Figure 1. Congestion heat map.
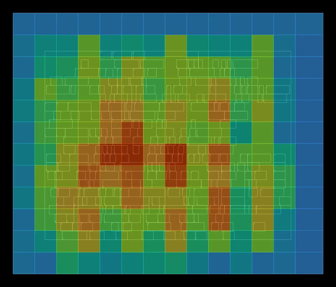
Figure 2. Signal wires on met1.
Drawn at 6 px/µm. Supply wires on this layer in gray.
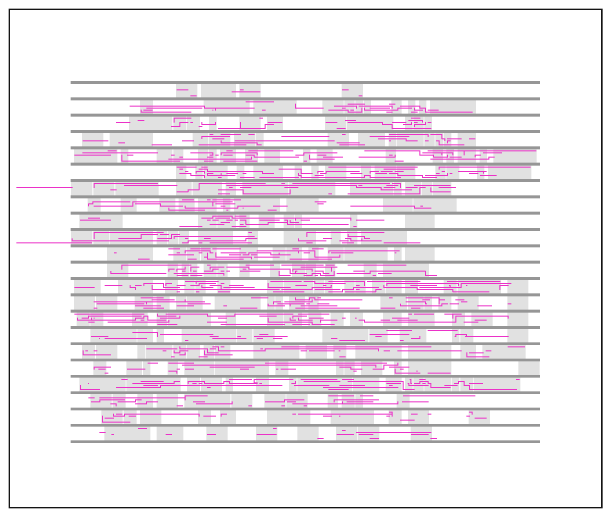
Figure 3. Metal 3.
Drawn at 4 px/µm.
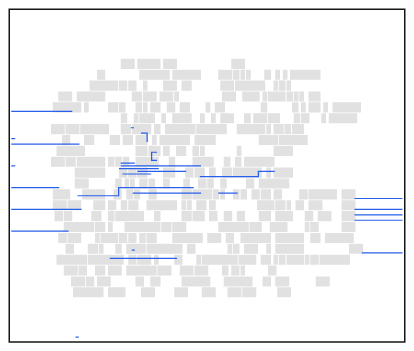
Figure 4. Routed metal, one color a layer.
Drawn at 4 px/µm. Two of the layers only.
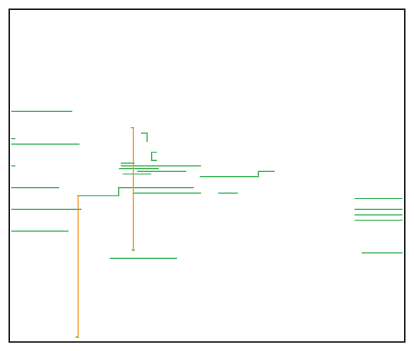
==> config.mk <==
export PLATFORM = sky130hd
export DESIGN_NAME = game_sequencer_flat
export DESIGN_NICKNAME = d
export VERILOG_FILES = /design/src/rtl/game_sequencer_pkg.sv /design/src/rtl/game_sequencer_if.sv /design/src/rtl/game_sequencer_edge_detect.sv /design/src/rtl/game_sequencer.sv /design/src/flat_wrapper.sv
export SDC_FILE = /design/constraint.sdc
export NUM_CORES = 1
export LEC_CHECK = 0
export CAP_MARGIN = 0
export CORE_ASPECT_RATIO = 0.8
export CORE_MARGIN = 10
export CORE_UTILIZATION = 40
export CTS_BUF_LIST = sky130_fd_sc_hd__clkbuf_8
export DETAILED_ROUTE_END_ITERATION = 16
export PLACE_DENSITY = 0.61
export SETUP_SLACK_MARGIN = 0.3
export SYNTH_ARGS = -nofsm -noshare
export SYNTH_HDL_FRONTEND = slang
export SYNTH_SLANG_ARGS = --single-unit
==> constraint.sdc <==
create_clock -name clock -period 2.01 [get_ports clock]
set_input_delay 0.3015 -clock clock [delete_from_list [all_inputs] [get_ports clock]]
set_output_delay 0.3015 -clock clock [all_outputs]
set_load 0.01 [all_outputs]
==> job_summary.md <==
## Implementation flow summary

| Metric | Value |
|---|---|
| Logic area | `1251 µm²` |
| Actual transition at the worst max-transition pin | `0.5496 ns` |
| Met1 wire length | `2.412 mm` |
| Most common logic cell in the routed design | `clkdlybuf4s50_1` |
| Total congestion overflow | `0` |
| Via count of the first global-routing pass | `1647` |
| Tapcells inserted | `60` |
| Post-synthesis simple-gate area fraction | `26.76%` |
| Critical path arrival | `1.93 ns` |
| Layout Nets | `297` |
| Post-synthesis sequential area ratio | `34.50%` |
| Reg2Reg Depth | `8` |
| Power density over cell area | `569.5 nW/µm²` |
| Worst hold-check slack | `0.4773 ns` |
| Sequential logic power | `0.000717 W` |
| Relative area of clock buffers and inverters in the final design | `3.566%` |
| Setup WS pre-CTS | `0.02567 ns` |
| Most common reg cell | `dfxtp_1` |
| Count of flip-flops with a built-in enable after synthesis | `0` |
| Fmax | `0.5846 GHz` |
| Per-instance average area after synthesis | `8.654 µm²` |
| Static Leak | `0.9949 nW` |
| TritonCTS clock tree | `built` |
| Total power | `0.001518 W` |
| Total cells reported by yosys after synthesis | `228` |
| Routed wire length on met3 | `281 µm` |
| CTS H-tree depth | `2` |
| Yosys top cell area share | `34.50%` |
| Number of vias per cell after detailed routing | `5.210` |
| Final period util | `85.11%` |
| Cell Area, Synth | `1973 µm²` |
| Total placed instance area | `2415 µm²` |
| Internal power component | `0.001084 W` |
| Worst path bufs/invs | `2` |
| Largest area contributor in the synthesized netlist | `dfxtp_1` |
| Total DRC errors in the routed layout | `0` |
| Area share of xor/xnor cells in the synthesized design | `1.332%` |
| Violation tally from detailed-route iteration zero | `127` |
| Insertion Delay late pin | `0.29 ns` |
| Minimum setup slack among reg-to-reg paths | `0.30 ns` |
| Clock-net power | `0.000546 W` |
| Detailed-routed wire length on met2 | `2.301 mm` |
| Layout cell share with drive strength beyond 1 | `26.26%` |
| Synthesized instance count | `228` |
| Number of port buffers | `31` |
| Area growth, synth to finish | `35.13%` |
| Total of fill cells in the finished design | `454` |
| Critical path's largest stage delay | `0.34 ns` |
| Min-Delay Path Depth | `1` |
| Largest family of logic cells by area | `simple AND/OR/NAND/NOR gates` |
| Combinational gate count | `170` |
| Vertical die size | `82.82 µm` |
| Critical Setup Path Class | `reg2reg` |
| Number of max-slew violations in the final report | `0` |
| Setup crit end kind | `flop` |
| Biggest fanout along the worst timing path | `3` |
| Crit start category | `flop` |
| Die W | `98.53 µm` |
| Setup repair after global routing missed its margin | `true` |
| Cell at the root of the clock tree | `clkbuf_8` |
| Number of violations of the max-capacitance limit | `0` |
| Run status | `finished, final reports clean` |
| Post-CTS Setup Repair Bufs | `4` |
| Final period demand of the worst path | `1.711 ns` |
| Switching Fraction | `28.61%` |
| Share of cell area taken by muxes after synthesis | `5.580%` |
| I/O pin count | `32` |
| Standard cell core area | `4679 µm²` |
| Clock buffers created by TritonCTS | `5` |
| Clock-pin slew reported for the worst setup and hold paths after clock tree synthesis | `0.08 ns` |
| DP Wirelength | `3.529 mm` |
| Cell type of the slowest stage on the worst timing path | `dfxtp_2` |
| Layout Cell Area excl Fill | `2666 µm²` |
| Top cell types by occurrence after synthesis | `34 x dfxtp_1, 24 x nand2b_1, 17 x a21oi_1` |
## Picture notes: Figure 1
GRT Overall Usage: 12.00%
met1 Usage GRT: 16.44%
busiest grt layer: met2
met2 global-route usage: 17.41%

## Picture notes: Figure 2
share of all routed wire = 48%
nets with wire on the layer = 268
wire length on this layer = 2410 µm
main direction = horizontal
longest straight run = 32.2 µm
total wirelength of the detailed-routed design: 5.060 mm
count of vias placed by the detailed router: 1761

## Picture notes: Figure 3
share of all routed wire = 5.6%
wire length on this layer = 281 µm
longest straight run = 19.8 µm
GRT met3 Usage: 3.477%

## Picture notes: Figure 4
M4 -> orange  # wire length 66.0 µm
M3 -> green  # wire length 281 µm
Routed WL per cell: 14.97 µm

Power and IR drop assume default switching activity.
